[src/rtl/fetch_unit_pkg.sv]
// Shared constants and types for the instruction fetch stage.
// Holds the reset PC default, NOP encoding, FSM states and buffer entry layout.
package fetch_unit_pkg;

    localparam logic [31:0] RESET_PC_DEF = 32'h0000_2000;
    localparam logic [31:0] NOP_INSN     = 32'h0000_0013;
    localparam int          OPC_W        = 7;

    typedef enum logic [0:0] {
        ST_RUN   = 1'b0,
        ST_DRAIN = 1'b1
    } fetch_state_e;

    typedef struct packed {
        logic [31:0] pc;
        logic [31:0] data;
    } fetch_entry_t;

    function automatic logic [OPC_W-1:0] opcode_of(input logic [31:0] insn);
        return insn[OPC_W-1:0];
    endfunction

    function automatic logic [31:0] word_align(input logic [31:0] addr);
        return addr & 32'hFFFF_FFFC;
    endfunction

endpackage

[src/rtl/fetch_unit_buffer.sv]
// fetch_buffer: small synchronous FIFO of {pc, data} fetch entries.
// clear_i empties it in one cycle and overrides any push/pop that cycle.
module fetch_buffer
    import fetch_unit_pkg::*;
#(
    parameter  int DEPTH = 2,
    localparam int AW    = $clog2(DEPTH),
    localparam int CW    = AW + 1
) (
    input  logic          clk,
    input  logic          rst_n,
    input  logic          clear_i,
    input  logic          push_i,
    input  fetch_entry_t  push_entry_i,
    input  logic          pop_i,
    output fetch_entry_t  head_o,
    output logic [CW-1:0] count_o
);

    fetch_entry_t  mem_q [DEPTH];
    logic [AW-1:0] wr_ptr_q, wr_ptr_d;
    logic [AW-1:0] rd_ptr_q, rd_ptr_d;
    logic [CW-1:0] count_q, count_d;
    logic          do_push;
    logic          do_pop;

    // Qualify push/pop against occupancy and compute next pointers.
    always_comb begin
        do_pop   = pop_i && (count_q != '0);
        do_push  = push_i && ((count_q != CW'(DEPTH)) || do_pop);
        wr_ptr_d = wr_ptr_q;
        rd_ptr_d = rd_ptr_q;
        count_d  = count_q;
        if (clear_i) begin
            wr_ptr_d = '0;
            rd_ptr_d = '0;
            count_d  = '0;
        end else begin
            if (do_push) wr_ptr_d = wr_ptr_q + AW'(1);
            if (do_pop)  rd_ptr_d = rd_ptr_q + AW'(1);
            count_d = count_q + CW'(do_push) - CW'(do_pop);
        end
    end

    // Pointer and occupancy registers.
    always_ff @(posedge clk or negedge rst_n) begin
        if (!rst_n) begin
            wr_ptr_q <= '0;
            rd_ptr_q <= '0;
            count_q  <= '0;
        end else begin
            wr_ptr_q <= wr_ptr_d;
            rd_ptr_q <= rd_ptr_d;
            count_q  <= count_d;
        end
    end

    // Entry storage; written only on an accepted push.
    always_ff @(posedge clk or negedge rst_n) begin
        if (!rst_n) begin
            for (int i = 0; i < DEPTH; i++) begin
                mem_q[i] <= '{pc: RESET_PC_DEF, data: NOP_INSN};
            end
        end else if (do_push && !clear_i) begin
            mem_q[wr_ptr_q] <= push_entry_i;
        end
    end

    assign head_o  = mem_q[rd_ptr_q];
    assign count_o = count_q;

endmodule

[src/rtl/fetch_unit.sv]
// fetch_unit: PC owner, imem requester and instruction buffer for decode.
// Build option FETCH_PERF_CNT_EN enables the perf_fetched/perf_dropped counters.
module fetch_unit
    import fetch_unit_pkg::*;
#(
    parameter logic [31:0] RESET_PC  = RESET_PC_DEF,
    parameter int          BUF_DEPTH = 2
) (
    input  logic             clk,
    input  logic             rst_n,
    output logic             imem_req_valid,
    input  logic             imem_req_ready,
    output logic [31:0]      imem_req_addr,
    input  logic             imem_resp_valid,
    input  logic [31:0]      imem_resp_data,
    input  logic             redirect_valid,
    input  logic [31:0]      redirect_pc,
    output logic             inst_valid,
    input  logic             inst_ready,
    output logic [31:0]      inst_data,
    output logic [31:0]      inst_pc,
    output logic [OPC_W-1:0] inst_opcode,
    output logic [31:0]      perf_fetched,
    output logic [31:0]      perf_dropped
);

    localparam int CNT_W = $clog2(BUF_DEPTH) + 1;

    logic               up_q;
    logic [31:0]        pc_q, pc_d;
    logic [CNT_W-1:0]   inflight_q, inflight_d;
    logic [CNT_W-1:0]   drop_q, drop_d;
    fetch_state_e       state_q, state_d;
    logic               discard;

    logic [CNT_W-1:0]   buf_count;
    fetch_entry_t       buf_head;
    fetch_entry_t       buf_entry;
    logic               buf_push;
    logic               buf_pop;

    logic [CNT_W:0]     occupancy;
    logic               credit_ok;
    logic               req_fire;
    logic               resp_fire;
    logic               resp_drop;

    // Handshakes and credit; a same-cycle pop frees its slot so a
    // 1-cycle memory can stream one instruction per cycle.
    always_comb begin
        buf_pop   = inst_valid && inst_ready;
        resp_fire = imem_resp_valid && (inflight_q != '0);
        resp_drop = resp_fire && discard;
        buf_push  = resp_fire && !resp_drop && !redirect_valid;
        occupancy = {1'b0, inflight_q} + {1'b0, buf_count}
                  - (CNT_W+1)'(buf_pop);
        credit_ok = occupancy < (CNT_W+1)'(BUF_DEPTH);
        req_fire  = imem_req_valid && imem_req_ready;
        buf_entry.data = imem_resp_data;
        buf_entry.pc   = pc_q - {{(30-CNT_W){1'b0}}, inflight_q, 2'b00};
    end

    // Next PC, outstanding count and stale-response count.
    always_comb begin
        pc_d       = pc_q;
        inflight_d = inflight_q + CNT_W'(req_fire) - CNT_W'(resp_fire);
        drop_d     = drop_q - CNT_W'(resp_drop);
        if (redirect_valid) begin
            pc_d   = word_align(redirect_pc);
            drop_d = inflight_q - CNT_W'(resp_fire);
        end else if (req_fire) begin
            pc_d = pc_q + 32'd4;
        end
    end

    // Datapath registers; up_q holds off requests until after reset release.
    always_ff @(posedge clk or negedge rst_n) begin
        if (!rst_n) begin
            up_q       <= 1'b0;
            pc_q       <= RESET_PC;
            inflight_q <= '0;
            drop_q     <= '0;
        end else begin
            up_q       <= 1'b1;
            pc_q       <= pc_d;
            inflight_q <= inflight_d;
            drop_q     <= drop_d;
        end
    end

    // FSM state register.
    always_ff @(posedge clk or negedge rst_n) begin
        if (!rst_n) begin
            state_q <= ST_RUN;
        end else begin
            state_q <= state_d;
        end
    end

    // FSM next state: DRAIN while stale responses remain outstanding.
    always_comb begin
        state_d = state_q;
        unique case (state_q)
            ST_RUN: begin
                if (redirect_valid && (drop_d != '0)) state_d = ST_DRAIN;
            end
            ST_DRAIN: begin
                if (drop_d == '0) state_d = ST_RUN;
            end
        endcase
    end

    // FSM outputs: responses are discarded while draining.
    always_comb begin
        discard = (state_q == ST_DRAIN);
    end

    fetch_buffer #(
        .DEPTH(BUF_DEPTH)
    ) u_buf (
        .clk         (clk),
        .rst_n       (rst_n),
        .clear_i     (redirect_valid),
        .push_i      (buf_push),
        .push_entry_i(buf_entry),
        .pop_i       (buf_pop),
        .head_o      (buf_head),
        .count_o     (buf_count)
    );

    assign imem_req_valid = up_q && !redirect_valid && credit_ok;
    assign imem_req_addr  = pc_q;
    assign inst_valid     = (buf_count != '0);
    assign inst_data      = inst_valid ? buf_head.data : NOP_INSN;
    assign inst_pc        = inst_valid ? buf_head.pc : RESET_PC;
    assign inst_opcode    = opcode_of(inst_data);

`ifdef FETCH_PERF_CNT_EN
    logic [31:0] fetched_q;
    logic [31:0] dropped_q;

    // Delivered and discarded instruction counters, wrapping at 2^32.
    always_ff @(posedge clk or negedge rst_n) begin
        if (!rst_n) begin
            fetched_q <= '0;
            dropped_q <= '0;
        end else begin
            fetched_q <= fetched_q + 32'(buf_pop);
            dropped_q <= dropped_q + 32'(resp_drop);
        end
    end

    assign perf_fetched = fetched_q;
    assign perf_dropped = dropped_q;
`else
    assign perf_fetched = 32'd0;
    assign perf_dropped = 32'd0;
`endif

endmodule

[config.mk]
export PLATFORM = sky130hd
export DESIGN_NAME = fetch_unit
export DESIGN_NICKNAME = d
export VERILOG_FILES = /design/src/rtl/fetch_unit_pkg.sv /design/src/rtl/fetch_unit_buffer.sv /design/src/rtl/fetch_unit.sv
export SDC_FILE = /design/constraint.sdc
export NUM_CORES = 1
export LEC_CHECK = 0
export ABC_CLOCK_PERIOD_IN_PS = 3390
export CAP_MARGIN = 30
export CORE_ASPECT_RATIO = 2
export CORE_MARGIN = 8
export CORE_UTILIZATION = 30
export DETAILED_ROUTE_END_ITERATION = 7
export PLACE_DENSITY = 0.54
export RECOVER_POWER = 25
export SLEW_MARGIN = 20
export SYNTH_ARGS = -nofsm -noshare
export SYNTH_HDL_FRONTEND = slang
export SYNTH_SLANG_ARGS = --single-unit
[constraint.sdc]
create_clock -name clk -period 3.39 [get_ports clk]
set_clock_uncertainty 0.05 [all_clocks]
set_input_delay 1.017 -clock clk [delete_from_list [all_inputs] [get_ports clk]]
set_output_delay 1.017 -clock clk [all_outputs]
set_load 0.01 [all_outputs]
==> deck_impl_summary.md, run 1 <==
Run Summary

Outcome
  • Status: complete, but fails checks
  • Failing checks: capacitance limit, slew limit, setup timing

Critical path
  • CP arrival: 2.55 ns
  • Delay-heaviest family, CP: adder cells
  • Worst R2R End: u_buf.mem_q[108]$_DFFE_PN0P_
  • End of the critical path: imem_req_valid
  • CP Buf/Inv Count: 3
  • Worst R2R Setup Slack: 0.47 ns
  • Launching point of the worst reg2reg path: imem_req_addr[2]$_DFFE_PN0P_
  • Worst-path cell chain: buf_6 -> nor2b_4 -> ha_4 -> inv_2 -> nand2_2 -> fa_2 -> xnor2_2 -> nor4bb_2 -> buf_2
  • Instance count on the critical path: 9
  • CP Capture Type: output pin
  • Worst endpoint required time: 2.32 ns
  • Slowest stage cell, crit path: fa_2
  • Worst reg-to-reg path cell count: 8
  • Crit Path Max Fanout: 2
  • CP startpoint: inst_ready
  • CP Class: input pin to output pin
  • Startpoint Class: input pin
  • Slowest stage delay, CP: 0.37 ns

Yosys
  • EDFF count, synth: 0
  • Unique masters post-synth: 53
  • Synth Cell Area: 9040 sq um
  • Asr flop ratio synth: 1.00
  • Warnings from Yosys: 0
  • Count leader, synth: nand2_1
  • Synth mux share: 0.113
  • Simple-Gate Area Share: 0.194
  • Max-area cell share: 0.429
  • Yosys Chip Area: 9040 sq um
  • Synth Area in XOR/XNOR: 0.0339
  • Commonest flop: dfrtp_1
  • Adders+Majority by Area: 0.0196
  • Syn_area_per_cell: 9.23 sq um
  • Post-synth top cells: nand2_1, dfrtp_1, nor2_1
  • Top cells, area: dfrtp_1, nand2_1, mux2i_1
  • Synth Seq Share: 0.455
  • Cells after synthesis: 980
  • Largest family of logic cells by area: simple AND/OR/NAND/NOR gates
  • Aoi share: 0.0848
  • Leading area contributor after synthesis: dfrtp_1
  • Flip-flop and latch count after synthesis: 164
  • Yosys stat cell total: 980

Clock tree
  • # resized after CTS: 14
  • Root Driver: clkbuf_16
  • Clock latency at the later pin of the worst-skew pair: 0.44 ns
  • Htree depth: 4
  • Hold Buf Count CTS: 0
  • Clock buffer count from CTS: 17
  • CTS max path bufs: 2
  • Clock Pin Slew Worst Setup and Hold Paths: 0.07 ns
  • CTS tree: built
  • Sink Count: 164
  • Setup bufs post-CTS: 3

Power and ir drop
  • Power Total: 8690 uW
  • Worst VDD drop: 894 uV
  • Pwr Density: 738 nW/um^2
  • Leakage power: 0.00501 uW

Global route
  • Global routing usage on met3: 0.0422
  • Antenna violations before repair: 0
  • Met1 Use GR: 0.177
  • Grt ovf: 0
  • First-pass GRT wire length: 40.6 mm
  • Top Usage Layer GRT: met2
  • Largest net degree at the start of global routing: 64
  • Gr usage total: 0.139
  • Vias in the first global route: 7,436

Route
  • DRT Pass-1 Iters: 5
  • Number of remaining DRC errors: 0
  • Routed Antenna Nets: 0
  • Average wire per standard cell: 16.6 microns
  • Iteration-0 DRC count of the detailed router: 357
  • Drt via density: 4.74

STA
  • Final setup fails: 1
  • Tightest Pin Transition: 1.64 ns
  • Final hold vios: 0
  • Final worst path period need: 3.62 ns
  • Worst slew margin: -0.0917
  • Final period util: 1.07
  • Unrepaired setup endpoints after global routing: yes
  • Final Max Slew Viols: 64
  • Fmax: 276 MHz
  • TNS Setup: -0.228 ns
  • Final worst slack: -0.228 ns
  • Hold WS: 0.408 ns

Cells and area
  • Flip-flop count of the largest register after layout: 124
  • Fin cells: 1,520
  • Fill cell count: 3,002
  • Top Layout Cells: nand2_1, clkdlybuf4s50_1, dfrtp_1, nor2_1, conb_1
  • Most common logic cell in the routed design: nand2_1
  • Layout cells sized above 1: 0.134
  • Fin nets: 1,222
  • Layout area overhead: 30.1%
  • Largest Register: u_buf.mem_q
  • Diode count: 0
  • Fin area: 11,800 sq um

Min path
  • Hold path cells: 2
  • Hold Path Class: register to register
  • Worst Hold Path EP: u_buf.mem_q[65]$_DFFE_PN1P_
  • HP Start: u_buf.mem_q[65]$_DFFE_PN1P_

Placement
  • Gpl congestion: 0.792
  • Dpl ws: -1.15 ns
  • DP HPWL: 18.6 mm
  • Placement Cell Area: 11,100 sq um
  • Dpl cells: 1,484

Flow run
  • OpenROAD warning count: 32
  • Max_cap viols: 1

Floorplanning
  • Core Box Area: 30,000 sq um
  • Die Ht: 262 microns
  • Die ar.: 36,300 sq um
  • Pre-Place Util: 0.302
  • Die Width: 139 microns
  • Rows: 90
run 1: layout make-up:
type                            count  area [sq um]  share of cell area
Multi-Input combinational cell    725          4360               0.371
Sequential cell                   164          4120               0.350
Timing Repair Buffer              215          2150               0.182
Tap cell                          368           460              0.0391
Clock buffer                       18           439              0.0373
Clock inverter                     14           179              0.0152
Inverter                           16          61.3             0.00521
run 1: routing by layer:
| metal | share of wire | up-vias |
|---|---|---|
| li1 | - | 3514 |
| met1 | 0.45 | 3447 |
| met2 | 0.47 | 216 |
| met3 | 0.059 | 21 |
| met4 | 0.013 | 0 |
| met5 | 0 | - |
run 1: where the power goes:
part	switching (uW)	internal, uW	leakage (uW)
clock network	829	1190	0.000287
registers	519	2720	0.00207
logic	1710	1730	0.00266
total	3060	5630	0.00501
Run 1, register map, names as in the netlist:
Other sequential cells in the stronger gray, the rest of the logic in the fainter gray.
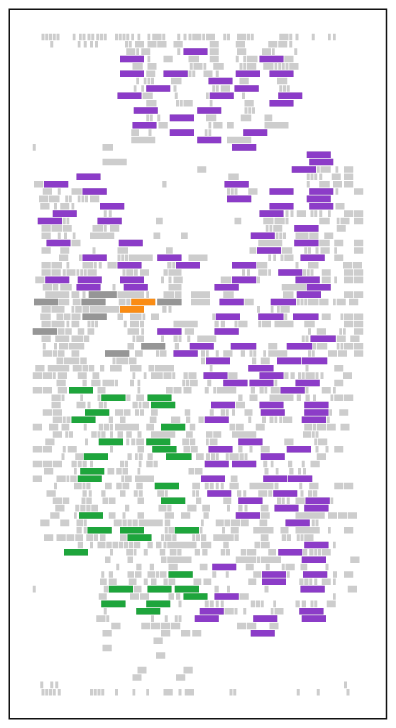
color	signal	sequential cells
green	imem_req_addr	30
purple	u_buf.mem_q	124
orange	drop_q	2
register area: 4120 sq um
flop share of the area: 0.350
final core utilization: 0.393
sequential power: 3230 uW

Run 1, nets reached from selected ports:
The bar under the picture is 50 microns long.
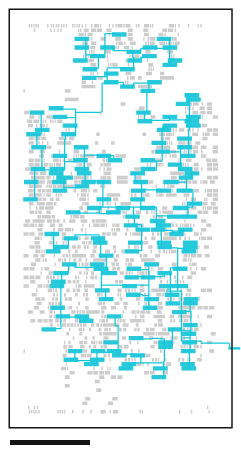
color	port	direction	edge	end cells	buffers	wire
cyan	rst_n	input	right	164	4	1,490 microns
Port-buffer cells: 168
I/O pins: 239

Run 1, the metal 2 layer:
The bar under the picture is 50 microns long.
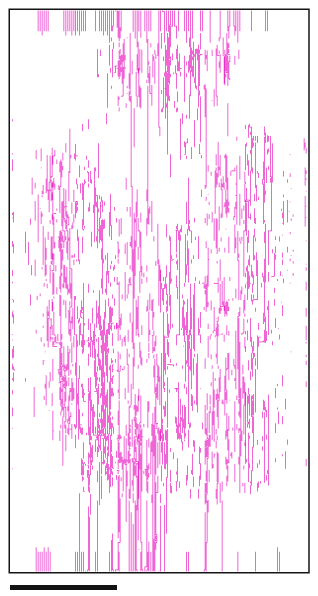
share of all routed wire	47%
wire length on this layer	12,000 microns
main direction	vertical
nets with wire on the layer	1,003
final wirelength: 25.3 mm
via count: 7,198
met2 usage: 0.225

Run 1, wiring by layer:
Only two layers are drawn.
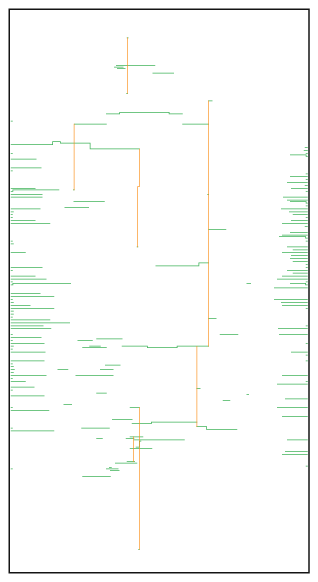

==> run 2, diff against run 1 <==
--- a/config.mk
+++ b/config.mk
@@ -11,7 +11,8 @@
 export CORE_MARGIN = 8
 export CORE_UTILIZATION = 30
 export DETAILED_ROUTE_END_ITERATION = 7
-export PLACE_DENSITY = 0.54
+export DONT_BUFFER_PORTS = 1
+export PLACE_DENSITY = 0.43
 export RECOVER_POWER = 25
 export SLEW_MARGIN = 20
 export SYNTH_ARGS = -nofsm -noshare
Run 2, wiring by layer:
Only two layers are drawn.
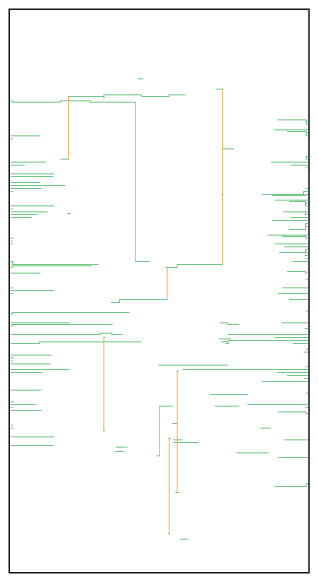
color	layer	wire length
green	metal 3	1,660 microns
orange	metal 4	367 microns
final wirelength: 25.6 mm
via count: 6,489
average wire per standard cell: 19.1 microns
gr usage total: 0.143

==> run 2 against run 1 <==
Compared with the run above: the run ends with setup timing left; hold slack got worse by 0.19 ns; final area decreased by 16%; first-iteration DRC count decreased by 33%; total power decreased by 9.9%; combinational power decreased by 23%; sequential share of layout area increased by 6.5 points; sequential cell count unchanged; clock-buffer cell count increased by 7; cell count decreased by 12%; via count decreased by 9.8%; critical path depth decreased by 1; critical endpoint unchanged; largest cell class unchanged; highest routed layer unchanged.
==> deck_impl_summary.md, run 2 <==
Run Summary

Clock tree
  • Root Driver: clkbuf_16
  • Hold Buf Count CTS: 0
  • Htree depth: 4
  • Setup bufs post-CTS: 0
  • Clock latency at the later pin of the worst-skew pair: 0.44 ns
  • CTS max path bufs: 2
  • # resized after CTS: 3
  • CTS tree: built
  • Clock Pin Slew Worst Setup and Hold Paths: 0.06 ns
  • Clock buffer count from CTS: 17
  • Sink Count: 164

STA
  • Tightest Pin Transition: 0.725 ns
  • Unrepaired setup endpoints after global routing: yes
  • Worst slew margin: 0.517
  • Final Max Slew Viols: 0
  • Hold WS: 0.219 ns
  • Final worst slack: -0.177 ns
  • TNS Setup: -0.177 ns
  • Final hold vios: 0
  • Final worst path period need: 3.57 ns
  • Final setup fails: 1
  • Fmax: 280 MHz
  • Final period util: 1.05

Yosys
  • Top cells, area: dfrtp_1, nand2_1, mux2i_1
  • Synth Cell Area: 9040 sq um
  • Yosys Chip Area: 9040 sq um
  • Syn_area_per_cell: 9.23 sq um
  • Commonest flop: dfrtp_1
  • Yosys stat cell total: 980
  • Cells after synthesis: 980
  • Asr flop ratio synth: 1.00
  • Max-area cell share: 0.429
  • Leading area contributor after synthesis: dfrtp_1
  • Unique masters post-synth: 53
  • Synth Seq Share: 0.455
  • Flip-flop and latch count after synthesis: 164
  • Count leader, synth: nand2_1
  • Post-synth top cells: nand2_1, dfrtp_1, nor2_1
  • EDFF count, synth: 0
  • Warnings from Yosys: 0

Outcome
  • Failing checks: setup timing
  • Status: complete, but fails checks

Floorplanning
  • Core Box Area: 30,000 sq um
  • Pre-Place Util: 0.302
  • Die ar.: 36,300 sq um
  • Die Width: 139 microns
  • Die Ht: 262 microns
  • Rows: 90
  • Tap cells: 368
  • I/O pins: 239

Global route
  • Met1 Use GR: 0.157
  • Global routing usage on met3: 0.0518
  • Top Usage Layer GRT: met2
  • Antenna violations before repair: 0
  • Largest net degree at the start of global routing: 165
  • Vias in the first global route: 6,770
  • Met2 usage: 0.248
  • First-pass GRT wire length: 40.1 mm
  • Grt ovf: 0

Cells and area
  • Inverters: 16
  • Clock tree cell share of total cell area: 0.0588
  • Plain + repair buffers: 39
  • Combinational Area: 4350 sq um
  • Fill cell count: 3,162
  • Largest Register: u_buf.mem_q
  • Non-clock buffering overhead in the final layout: 0.0346
  • Fraction of standard cell area in multi-input logic: 0.439
  • Clock buffers: 25
  • Flip-flop count of the largest register after layout: 124
  • Seq cells: 164
  • Dominant kind of cell: multi-input combinational cells
  • Layout area overhead: 9.70%
  • Layout cells sized above 1: 0.137
  • Top Layout Cells: nand2_1, dfrtp_1, nor2_1, conb_1, o21ai_0
  • Fin nets: 1,046
  • Fin area: 9920 sq um
  • Most common logic cell in the routed design: nand2_1
  • Diode count: 0
  • Fin cells: 1,344
  • Logic Gate Count: 725
  • Register area: 4120 sq um

Power and ir drop
  • Power share of the combinational group: 0.338
  • Leakage power: 0.00430 uW
  • Comb group: 2650 uW
  • Pwr Density: 789 nW/um^2
  • Pint: 4950 uW
  • Flop pwr share: 0.415
  • Power Total: 7830 uW
  • Pwr top: registers
  • Clk power: 1940 uW
  • Switch share: 0.367
  • Sw Pwr: 2880 uW
  • Clk pwr share: 0.247
  • Worst VDD drop: 542 uV

Route
  • Highest routed metal layer: met4
  • Drt via density: 4.83
  • Routed Antenna Nets: 0
  • Iteration-0 DRC count of the detailed router: 240
  • Metal-1 WL: 10.3 mm
  • DRT Pass-1 Iters: 4
  • Met3 wire len: 1.66 mm
  • Number of remaining DRC errors: 0
  • Wire length on met2: 13.3 mm

Critical path
  • CP Capture Type: output pin
  • Delay-heaviest family, CP: adder cells
  • CP Class: input pin to output pin
  • Worst R2R End: u_buf.mem_q[108]$_DFFE_PN0P_
  • Worst-path cell chain: nor2b_4 -> ha_1 -> inv_1 -> nand2_1 -> fa_2 -> xnor2_2 -> nor4bb_4 -> buf_4
  • Slowest stage cell, crit path: fa_2
  • CP startpoint: inst_ready
  • Worst endpoint required time: 2.32 ns
  • Crit Path Max Fanout: 2
  • Slowest stage delay, CP: 0.37 ns
  • CP arrival: 2.50 ns
  • CP Buf/Inv Count: 2
  • End of the critical path: imem_req_valid
  • Launching point of the worst reg2reg path: imem_req_addr[2]$_DFFE_PN0P_
  • Instance count on the critical path: 8
  • Worst reg-to-reg path cell count: 8
  • Startpoint Class: input pin
  • Worst R2R Setup Slack: 0.41 ns

Placement
  • Dpl cells: 1,312
  • Port-buffer cells: 0
  • Dpl ws: -0.212 ns
  • Gpl congestion: 0.773
  • Placement Cell Area: 9320 sq um
  • DP HPWL: 18.1 mm

Min path
  • Hold Path Class: input pin to asynchronous set/reset pin

Flow run
  • Max_cap viols: 0
  • OpenROAD warning count: 34
Run 2, register map, names as in the netlist:
Other sequential cells in the stronger gray, the rest of the logic in the fainter gray.
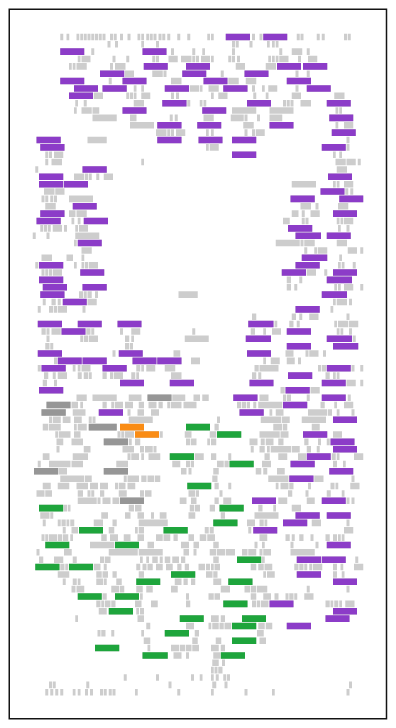
color	signal	sequential cells
orange	drop_q	2
green	imem_req_addr	30
purple	u_buf.mem_q	124
sequential power: 3250 uW
flop share of the area: 0.415
final core utilization: 0.331

run 2: cell count changes in the layout (fill, tap and decap cells not counted), sizes merged:
cell / previous run / this run
clkinv: 6 / 2
clkdlybuf4s50: 165 / 0
bufinv: 3 / 2
inv: 16 / 14
clkbuf: 22 / 25
buf: 46 / 39
run 2: kinds of logic (layout without fill, tap and decap cells):
kind of cell | count (synthesis) | count (layout) | share of synthesized area
other cells | 2 | 69 | 0.000830
compound gates | 125 | 125 | 0.0848
fa+ha+maj | 13 | 13 | 0.0196
flops | 164 | 164 | 0.455
xor+xnor | 35 | 35 | 0.0339
buf+inv | 158 | 87 | 0.0985
simple gates | 385 | 385 | 0.194
mux | 98 | 98 | 0.113
Run 2, nets reached from selected ports:
The bar under the picture is 50 microns long.
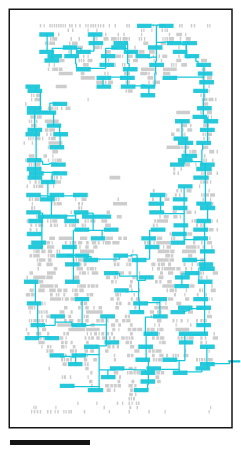

==> run 3, diff against run 2 <==
==> constraint.sdc (replaced) <==
create_clock -name clk -period 3.39 [get_ports clk]
set_clock_uncertainty 0.05 [all_clocks]
set_input_delay 1.017 -clock clk [delete_from_list [all_inputs] [get_ports clk]]
set_output_delay 1.017 -clock clk [all_outputs]
set_load 0.005 [all_outputs]
Run 3, nets reached from selected ports:
The bar under the picture is 50 microns long.
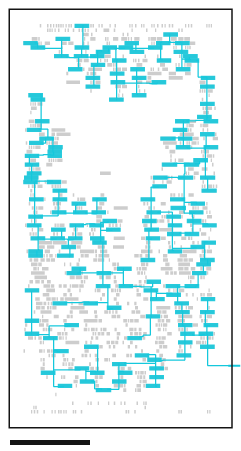
color	port	direction	edge	end cells	buffers	wire
cyan	rst_n	input	right	164	0	1,490 microns
Port-buffer cells: 0

Run 3, the metal 2 layer:
The bar under the picture is 50 microns long.
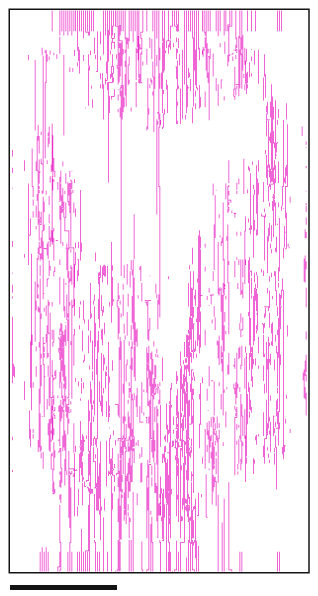
wire length on this layer	13,100 microns
nets with wire on the layer	856
longest straight run	86.0 microns
share of all routed wire	51%
main direction	vertical
met2 usage: 0.246
final wirelength: 25.6 mm

==> run 3 against run 2 <==
Compared with the run above: the flow still finishes with violations (setup timing); core utilization shrank 0.084 points; sequential cell count is the same; global-route usage is essentially flat; non-clock buffer count shrank 3; synthesized area is the same; combinational power shrank 2%; register-to-register slack gained 0.03 ns; total power shrank 3.2%; final area shrank 0.25%; largest cell class unchanged; highest routed layer unchanged.
==> deck_impl_summary.md, run 3 <==
Run Summary

Outcome
  • Status: complete, but fails checks
  • Failing checks: setup timing

Power and ir drop
  • Pwr top: registers
  • Comb group: 2590 uW
  • Pwr Density: 766 nW/um^2
  • Power share of the combinational group: 0.342
  • Pint: 4820 uW
  • Worst VDD drop: 669 uV
  • Power Total: 7580 uW
  • Flop pwr share: 0.423
  • Sw Pwr: 2760 uW

Floorplanning
  • Core Box Area: 30,000 sq um
  • I/O pins: 239
  • Die ar.: 36,300 sq um
  • Pre-Place Util: 0.302
  • Die Width: 139 microns
  • Rows: 90

Critical path
  • CP Capture Type: output pin
  • CP Class: input pin to output pin
  • Slowest stage cell, crit path: fa_2
  • Instance count on the critical path: 7
  • Worst reg-to-reg path cell count: 8
  • Worst-path cell chain: nor2b_4 -> ha_4 -> inv_2 -> nand2_2 -> fa_2 -> nor4bb_4 -> buf_4
  • CP startpoint: inst_ready
  • CP Buf/Inv Count: 2
  • CP arrival: 2.45 ns

STA
  • Final worst path period need: 3.51 ns
  • Final period util: 1.04
  • Final setup fails: 1
  • Worst slew margin: 0.528
  • Final worst slack: -0.123 ns
  • Hold WS: 0.231 ns
  • Fmax: 285 MHz
  • Tightest Pin Transition: 0.707 ns
  • Unrepaired setup endpoints after global routing: yes
  • Final Max Slew Viols: 0
  • Final hold vios: 0

Cells and area
  • Inverters: 16
  • Non-clock buffering overhead in the final layout: 0.0324
  • Logic Gate Count: 725
  • Fraction of standard cell area in multi-input logic: 0.445
  • Top Layout Cells: nand2_1, dfrtp_1, nor2_1, conb_1, o21ai_0
  • Fill cell count: 3,109
  • Seq cells: 164
  • Fin cells: 1,341
  • Flip-flop count of the largest register after layout: 124

Global route
  • Global routing usage on met3: 0.0517
  • Largest net degree at the start of global routing: 165
  • Vias in the first global route: 6,764
  • Antenna violations before repair: 0
  • Top Usage Layer GRT: met2
  • Grt ovf: 0

Clock tree
  • CTS tree: built
  • Clock latency at the later pin of the worst-skew pair: 0.44 ns
  • Htree depth: 4
  • Clock buffer count from CTS: 17
  • Sink Count: 164
  • Root Driver: clkbuf_16
  • CTS max path bufs: 2

Yosys
  • Yosys Chip Area: 9040 sq um
  • Synth Cell Area: 9040 sq um
  • Count leader, synth: nand2_1
  • Synth Seq Share: 0.455
  • Syn_area_per_cell: 9.23 sq um
  • Top cells, area: dfrtp_1, nand2_1, mux2i_1
  • Cells after synthesis: 980
  • Commonest flop: dfrtp_1
  • Unique masters post-synth: 53
  • Post-synth top cells: nand2_1, dfrtp_1, nor2_1

Placement
  • Placement Cell Area: 9320 sq um
  • DP HPWL: 17.9 mm
  • Dpl ws: -0.252 ns
  • Dpl cells: 1,308

Route
  • Metal-1 WL: 10.2 mm
  • DRT Pass-1 Iters: 4
  • Highest routed metal layer: met4
  • Wire length on met2: 13.1 mm
  • Iteration-0 DRC count of the detailed router: 222
  • Average wire per standard cell: 19.1 microns

Flow run
  • Max_cap viols: 0
  • OpenROAD warning count: 34
==> run 3: cell counts after synthesis <==
No cell type changed its count.
==> run 3: cells by family (layout without fill, tap and decap cells) <==
group                    count (synthesis)  count (layout)  synth area share
multiplexers                            98              98             0.113
XOR/XNOR                                35              35            0.0339
AND-OR/OR-AND                          125             125            0.0848
adder cells (fa/ha/maj)                 13              13            0.0196
buffers and inverters                  158              84            0.0985
AND/OR/NAND/NOR                        385             385             0.194
other                                    2              69          0.000830
flip-flops                             164             164             0.455
==> run 3: repair_timing <==
item / in CTS / in global routing
hold buffers: 0 / 0
endpoints found under the hold margin: 0 / 0
endpoints found under the setup margin: 1 / 1
gates cloned: 0 / 0
resized: 7 / 0
buffers inserted: 1 / 0
pin swaps: 3 / 0
Power and IR drop assume default switching activity.
